### src/rtl/spi_px_master.sv
`timescale 1ns/1ps
`default_nettype none
// ============================================================================
// Module   : spi_px_master
// Brief    : Mode-0 SPI initiator. Sends one DATA_BITS-wide pixel word MSB
//            first per chip-select window and captures the word shifted back.
// Revision : 1.0 - initial release
// ============================================================================
module spi_px_master #(
  parameter int DATA_BITS = 24,
  parameter int CLK_DIV   = 4,
  parameter int CS_SETUP  = 2,
  parameter int CS_HOLD   = 2,
  parameter int CS_GAP    = 2
) (
  input  logic                 clk_i,
  input  logic                 nreset_i,
  input  logic [DATA_BITS-1:0] tx_data_i,
  input  logic                 tx_valid_i,
  output logic                 tx_ready_o,
  output logic [DATA_BITS-1:0] rx_data_o,
  output logic                 rx_valid_o,
  output logic                 busy_o,
  output logic                 spi_sck_o,
  output logic                 spi_sdo_o,
  input  logic                 spi_sdi_i,
  output logic                 spi_cs_o
);

  localparam int c_DIV_W   = (CLK_DIV > 1) ? $clog2(CLK_DIV) : 1;
  localparam int c_BIT_W   = (DATA_BITS > 1) ? $clog2(DATA_BITS) : 1;
  localparam int c_CNT_MAX = (CS_SETUP > CS_HOLD) ?
                             ((CS_SETUP > CS_GAP) ? CS_SETUP : CS_GAP) :
                             ((CS_HOLD > CS_GAP) ? CS_HOLD : CS_GAP);
  localparam int c_CNT_W   = (c_CNT_MAX > 1) ? $clog2(c_CNT_MAX) : 1;

  localparam logic [c_DIV_W-1:0] c_DIV_LAST   = c_DIV_W'(CLK_DIV - 1);
  localparam logic [c_BIT_W-1:0] c_BIT_LAST   = c_BIT_W'(DATA_BITS - 1);
  localparam logic [c_CNT_W-1:0] c_SETUP_LAST = c_CNT_W'(CS_SETUP - 1);
  localparam logic [c_CNT_W-1:0] c_HOLD_LAST  = c_CNT_W'(CS_HOLD - 1);
  localparam logic [c_CNT_W-1:0] c_GAP_LAST   = c_CNT_W'(CS_GAP - 1);

  typedef enum logic [2:0] {
    ST_IDLE  = 3'd0,
    ST_SETUP = 3'd1,
    ST_SHIFT = 3'd2,
    ST_HOLD  = 3'd3,
    ST_GAP   = 3'd4
  } state_t;

  state_t               r_state;
  logic [c_CNT_W-1:0]   r_cnt;      // shared by SETUP, HOLD and GAP windows
  logic [c_DIV_W-1:0]   r_div;
  logic [c_BIT_W-1:0]   r_bit;
  logic [DATA_BITS-1:0] r_tx;
  logic [DATA_BITS-1:0] r_rx;
  logic [DATA_BITS-1:0] r_rx_data;
  logic                 r_rx_valid;
  logic                 r_tx_ready;
  logic                 r_sck;
  logic                 r_sdo;
  logic                 r_cs;

  // Frame sequencer: chip-select framing, SCK generation and both shifters
  always_ff @(posedge clk_i or negedge nreset_i) begin
    if (!nreset_i) begin
      r_state    <= ST_IDLE;
      r_cnt      <= '0;
      r_div      <= '0;
      r_bit      <= '0;
      r_tx       <= '0;
      r_rx       <= '0;
      r_rx_data  <= '0;
      r_rx_valid <= 1'b0;
      r_tx_ready <= 1'b1;
      r_sck      <= 1'b0;
      r_sdo      <= 1'b0;
      r_cs       <= 1'b1;
    end else begin
      r_rx_valid <= 1'b0;
      case (r_state)
        ST_IDLE: begin
          if (tx_valid_i && r_tx_ready) begin
            r_tx       <= tx_data_i;
            r_sdo      <= tx_data_i[DATA_BITS-1];
            r_cs       <= 1'b0;
            r_tx_ready <= 1'b0;
            r_cnt      <= '0;
            r_state    <= ST_SETUP;
          end
        end
        ST_SETUP: begin
          if (r_cnt == c_SETUP_LAST) begin
            r_cnt   <= '0;
            r_div   <= '0;
            r_bit   <= '0;
            r_state <= ST_SHIFT;
          end else begin
            r_cnt <= r_cnt + 1'b1;
          end
        end
        ST_SHIFT: begin
          if (r_div == c_DIV_LAST) begin
            r_div <= '0;
            r_sck <= ~r_sck;
            if (!r_sck) begin
              // Rising edge: the slave has held SDI stable since the last fall
              r_rx <= {r_rx[DATA_BITS-2:0], spi_sdi_i};
            end else if (r_bit == c_BIT_LAST) begin
              // Final falling edge: SDO keeps the last bit through HOLD
              r_cnt   <= '0;
              r_state <= ST_HOLD;
            end else begin
              r_tx  <= {r_tx[DATA_BITS-2:0], 1'b0};
              r_sdo <= r_tx[DATA_BITS-2];
              r_bit <= r_bit + 1'b1;
            end
          end else begin
            r_div <= r_div + 1'b1;
          end
        end
        ST_HOLD: begin
          if (r_cnt == c_HOLD_LAST) begin
            r_cs       <= 1'b1;
            r_sdo      <= 1'b0;
            r_rx_data  <= r_rx;
            r_rx_valid <= 1'b1;
            r_cnt      <= '0;
            r_state    <= ST_GAP;
          end else begin
            r_cnt <= r_cnt + 1'b1;
          end
        end
        ST_GAP: begin
          if (r_cnt == c_GAP_LAST) begin
            r_tx_ready <= 1'b1;
            r_cnt      <= '0;
            r_state    <= ST_IDLE;
          end else begin
            r_cnt <= r_cnt + 1'b1;
          end
        end
        default: begin
          r_state <= ST_IDLE;
        end
      endcase
    end
  end

  assign tx_ready_o = r_tx_ready;
  assign rx_data_o  = r_rx_data;
  assign rx_valid_o = r_rx_valid;
  assign busy_o     = (r_state != ST_IDLE);
  assign spi_sck_o  = r_sck;
  assign spi_sdo_o  = r_sdo;
  assign spi_cs_o   = r_cs;

endmodule
`default_nettype wire
### config.mk
export PLATFORM = sky130hd
export DESIGN_NAME = spi_px_master
export DESIGN_NICKNAME = d
export VERILOG_FILES = /design/src/rtl/spi_px_master.sv
export SDC_FILE = /design/constraint.sdc
export NUM_CORES = 1
export LEC_CHECK = 0
export CORE_ASPECT_RATIO = 0.5
export CORE_MARGIN = 8
export CORE_UTILIZATION = 55
export DETAILED_ROUTE_END_ITERATION = 10
export PLACE_DENSITY = 0.93
export SLEW_MARGIN = 0
export SYNTH_ARGS = -nofsm -noshare
export SYNTH_HDL_FRONTEND = slang
export SYNTH_SLANG_ARGS = --single-unit
### constraint.sdc
create_clock -name clk_i -period 2.7 [get_ports clk_i]
set_input_delay 0.54 -clock clk_i [delete_from_list [all_inputs] [get_ports clk_i]]
set_output_delay 0.54 -clock clk_i [all_outputs]
set_load 0.02 [all_outputs]
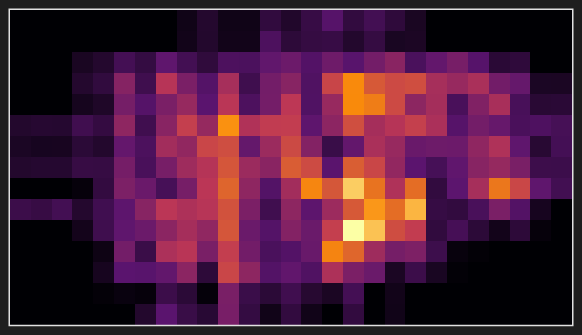
Figure 1: signal metal coverage by tile.
The die is cut into 27 by 15 equal tiles; black is low, pale yellow is high, scaled to the fullest tile. Values are wire area over tile area, all layers added.
The emptiest ninth of the die: bottom right. The densest ninth of the die: middle. The mean over all tiles is 0.13. 25% of the tiles are nearly empty. The fullest tile reaches 0.58.
GRT Util Overall: 17.7%
routed via count: 2619
total wire length after detailed routing: 8310 microns
wire per inst: 18.3 microns

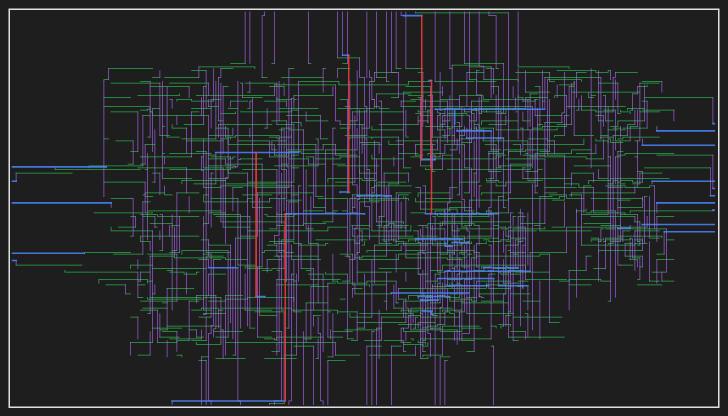
Figure 2: metal layers overlaid.
Red stands for metal 4, wire length 141 microns. Green stands for metal 1, wire length 3500 microns. Blue stands for metal 3, wire length 337 microns. Purple stands for metal 2, wire length 4330 microns.

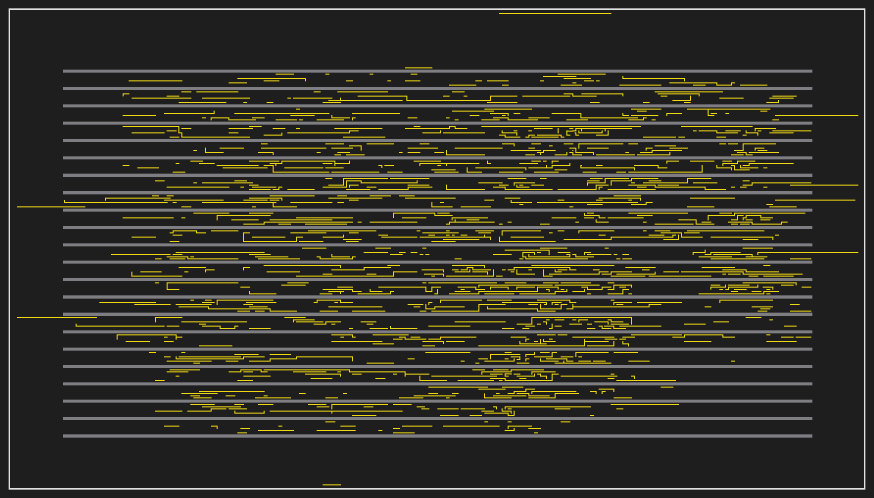
Figure 3: M1 wires.
Supply wires on this layer in grey.
The longest straight run is 24.8 microns. The layer carries 3500 microns of wire. The wires run mostly horizontal.
met1 track demand over resource: 20.2%

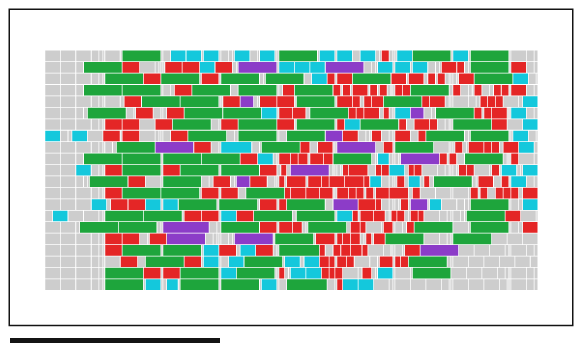
Figure 4: placement by cell class.
Bar = 50 microns. Fill, decap, tap and diode cells in grey.
Green stands for flops, cells 87. Red stands for combinational and other logic, cells 198. Purple stands for clock drivers and dummy loads, cells 16. Cyan stands for other buffers and delay cells, cells 62.

-- critical path: cells and delay by family, from the launching register on --
kind / cells / cell delay (ns)
AND/OR/NAND/NOR: 1 / 0.44
flip-flops: 1 / 0.55
buffers and inverters: 1 / 0.56
-- layout make-up --
| cell class | instances | area [sq um] |
|---|---|---|
| clock buffer | 9 | 225 |
| clock inverter | 7 | 95.1 |
| fill | 432 | 1950 |
| inverter | 6 | 22.5 |
| multi-input combinational | 192 | 1490 |
| sequential | 87 | 2180 |
| tap | 92 | 115 |
| timing repair buffer | 62 | 618 |
-- report_power, final --
part	leakage, nW	total [mW]	switching (mW)	internal, mW
clock network	0.157	1.30	0.552	0.746
registers	1.17	1.31	0.00437	1.31
logic	1.06	0.0735	0.0332	0.0403
-- metrics by stage --
step,util [%],cell area (sq um),instances
2_1_floorplan,-,3810,303
3_3_place_gp,66.1,4430,439
6_report,70.8,4750,455
3_5_place_dp,66.1,4430,439
4_1_cts,70.8,4750,455
5_1_grt,70.8,4750,455
-- state kept, by name, summed over array words and instances, names as in the netlist --
name and flops:
r_state 3, r_div 2, rx_valid_o 1, tx_ready_o 1, r_rx 24, spi_sdo_o 1, rx_data_o 24, r_bit 5
r_tx 23, r_cnt 1, spi_cs_o 1, spi_sck_o 1
-- worst min path at each step --
stage / startpoint / to / slack, ns
after detailed placement: spi_cs_o / spi_cs_o / 0.48
after global placement: r_rx[23] / rx_data_o[23] / 0.47
final: nreset_i / rx_data_o[20] / 0.22
after floorplan: nreset_i / r_bit[0] / 0.24
after global routing: nreset_i / r_rx[15] / 0.26
after CTS: nreset_i / rx_data_o[18] / 0.23
-- layer usage --
metal / vias to the layer above / routed length (microns)
met5: - / 0
met4: 0 / 140
met3: 10 / 336
met2: 69 / 4330
met1: 1335 / 3500
li1: 1205 / -
==> results.env <==
SYNTH-AREA-YOSYS_SQ_UM=3810
CLOCK_ROOT_CELL='sky130_fd_sc_hd__clkbuf_16'
DIE-WIDTH_MICRONS=134
ANT_NETS=0
CTS_NUM_SINKS=87
NETS=388
NUMBER_OF_WARNINGS_REPORTED_IN_THE_YOSYS_SYNTHESIS_LOG=0
R2R_SETUP_SLACK_NS=0.50
FINAL_LAYOUT_SIZE_SUFFIX_GT1_SHARE_PCT=12.1
CLK_PIN_SLEW_NS=0.07
GR-USAGE-MET2_PCT=31.3
PORT-BUFFER-COUNT=57
TOTALPOWERFINAL_mW=2.68
HOLD_BUFFERS=0
WORSTSETUPENDPOINT='busy_o'
WARNING_COUNT=26
WORST_SKEW_PAIR.LATE_LATENCY_NS=0.34
FINAL_MIN_PERIOD_OVER_CLOCK_PERIOD_PCT=90.1
GROUTE.LAYER.MET3.USAGE_PCT=6.13
CTS_MADE_BUFFERS=9
PLACE_CONGESTION=0.794
YOSYS-TOP-CELLS-COUNT='sky130_fd_sc_hd__dfrtp_1 (85), sky130_fd_sc_hd__a21oi_1 (51), sky130_fd_sc_hd__mux2_1 (38), sky130_fd_sc_hd__mux2i_1 (24), sky130_fd_sc_hd__mux2_2 (10)'
MAX_FREQ_MHz=411
ANTENNA_FOUND_INITIAL=0
CELL_BY_CELL_LISTING_OF_THE_CRITICAL_PATH='or3_1 > clkdlybuf4s50_1'
AVGSYNTHCELLAREA_SQ_UM=12.6
CORE_REGION_AREA_SQ_UM=6700
SYNTH_SEQUENTIAL_AREA_RATIO_PCT=57.2
GRT_FIRST_PASS_WIRELENGTH_MICRONS=13900
UNREPAIRED_SETUP_ENDPOINTS_AFTER_GLOBAL_ROUTING='false'
ROWS=21
ASYNC_FLOP_SHARE_PCT=100
TIGHTESTPINTRANSITION_NS=0.702
VIAS_PER_CELL=5.76
REGTOREGSTARTPOINT='r_state[2]'
GRT_PASS1_VIAS=2690
CTS_TREE='done'
DPL_WORST_SLACK_NS=0.589
YOSYS_INSTANCES=303
HOLD_PATH.CLASS='in2async'
SETUP.WORST_PATH.START_CLASS='flip-flop'
FINAL_LAYOUT_TOP_LOGIC_CELL='sky130_fd_sc_hd__dfrtp_1'
POST_SYNTH_AOI_OAI_AREA_PCT=11.1
REQUIRED_TIME_OF_THE_WORST_SETUP_PATH_NS=2.16
MUX_AREA_SHARE_PCT=20.5
PIN_COUNT=58
VDD_IR_DROP_MAX_mV=0.435
DRTPASS1ITERATIONS=4
CRITPATHMAXSTAGEDELAY_NS=0.56
TIMING.CRITICAL_PATH.TO_TYPE='output pin'
ANTENNA_CELLS_INSERTED=0
YS_TOP_LOGIC_FAMILY='multiplexers'
RUN_STATUS='complete, no violations'
FINAL_CELL_MIX='sky130_fd_sc_hd__dfrtp_1 (85), sky130_fd_sc_hd__clkdlybuf4s50_1 (56), sky130_fd_sc_hd__a21oi_1 (51)'
CTS_RESIZED=0
R2R_END='r_rx[1]'
DETAIL_ROUTE.DRC_VIOLATIONS=0
WORST_CASE_CLOCK_BUFFER_DEPTH=2
YS.FLOPS=87
FINCLKSKEW_NS=0.0128
WORST_SETUP_PATH_STARTPOINT='r_state[2]'
POST_LAYOUT_MIN_PERIOD_NS=2.43
SLEW_VIOL_FINAL=0
GRT_REMAINING_OVERFLOW=0
TIMING.MAX_SLEW.REL_SLACK_PCT=53.1
PATH_CLASS='reg2out'
PWR_DENSITY_CELL_nW_PER_UM2=565
SYNTH.CELLMIX.ADDERSHARE_PCT=0.657
MAPPEDNETLISTNETS=333
POST_SYNTH_NUM_CELL_TYPES=46
TIMING.FINAL.HOLD_VIOLATIONS=0
NETLIST.TOP_CELL.BY_AREA='sky130_fd_sc_hd__dfrtp_1'
SETUP_WS_NS=0.267
FF_TO_FF_PATH_DEPTH=4
INITCOREUTIL_PCT=56.8
DIE_HEIGHT_MICRONS=74.8
TOP_CELL_AREA_SHARE_PCT=55.9
DOMINANTREGCELLSYNTH='sky130_fd_sc_hd__dfrtp_1'
DETAIL_ROUTE.ITER0.VIOLATIONS=222
HIGHEST_FANOUT_SEEN_ON_THE_CRITICAL_PATH=16
NUMBER_OF_STANDARD_CELLS_AFTER_SYNTHESIS=303
SYNTH-EDFF-COUNT=0
GRT-BUSIEST-LAYER='met2'
TOP_CELL='sky130_fd_sc_hd__dfrtp_1'
YOSYS.AREA_SHARE.XOR_XNOR_PCT=0.920
NETLIST_AREA_SQ_UM=3810
HPWL_MICRONS=5340
WORST_HOLD_SLACK_NS=0.218
CTS_HTREE_LEVELS=3
P_LEAK_nW=2.39
TIMING.FINAL.SETUP_VIOLATIONS=0
POST-CTS-SETUP-BUFFERS=0
FIN_TNS_SETUP_NS=0
FP.DIEAREA_SQ_UM=10000
YOSYS-TOP-CELLS-AREA='sky130_fd_sc_hd__dfrtp_1 (56%), sky130_fd_sc_hd__mux2_1 (11%), sky130_fd_sc_hd__a21oi_1 (6.7%)'
ARRIVAL_WORST_ENDPOINT_NS=1.89
SYNTHSIMPLEGATEAREAFRAC_PCT=6.01
CAP_VIOLATIONS=0
GRT_START_MAX_NET_PINS=51
AREA_GROWTH_SYN_TO_LAYOUT_PCT=24.7
CP_MAX_STAGE_CELL='sky130_fd_sc_hd__clkdlybuf4s50_1'
Power is estimated from default activity; no workload was simulated.
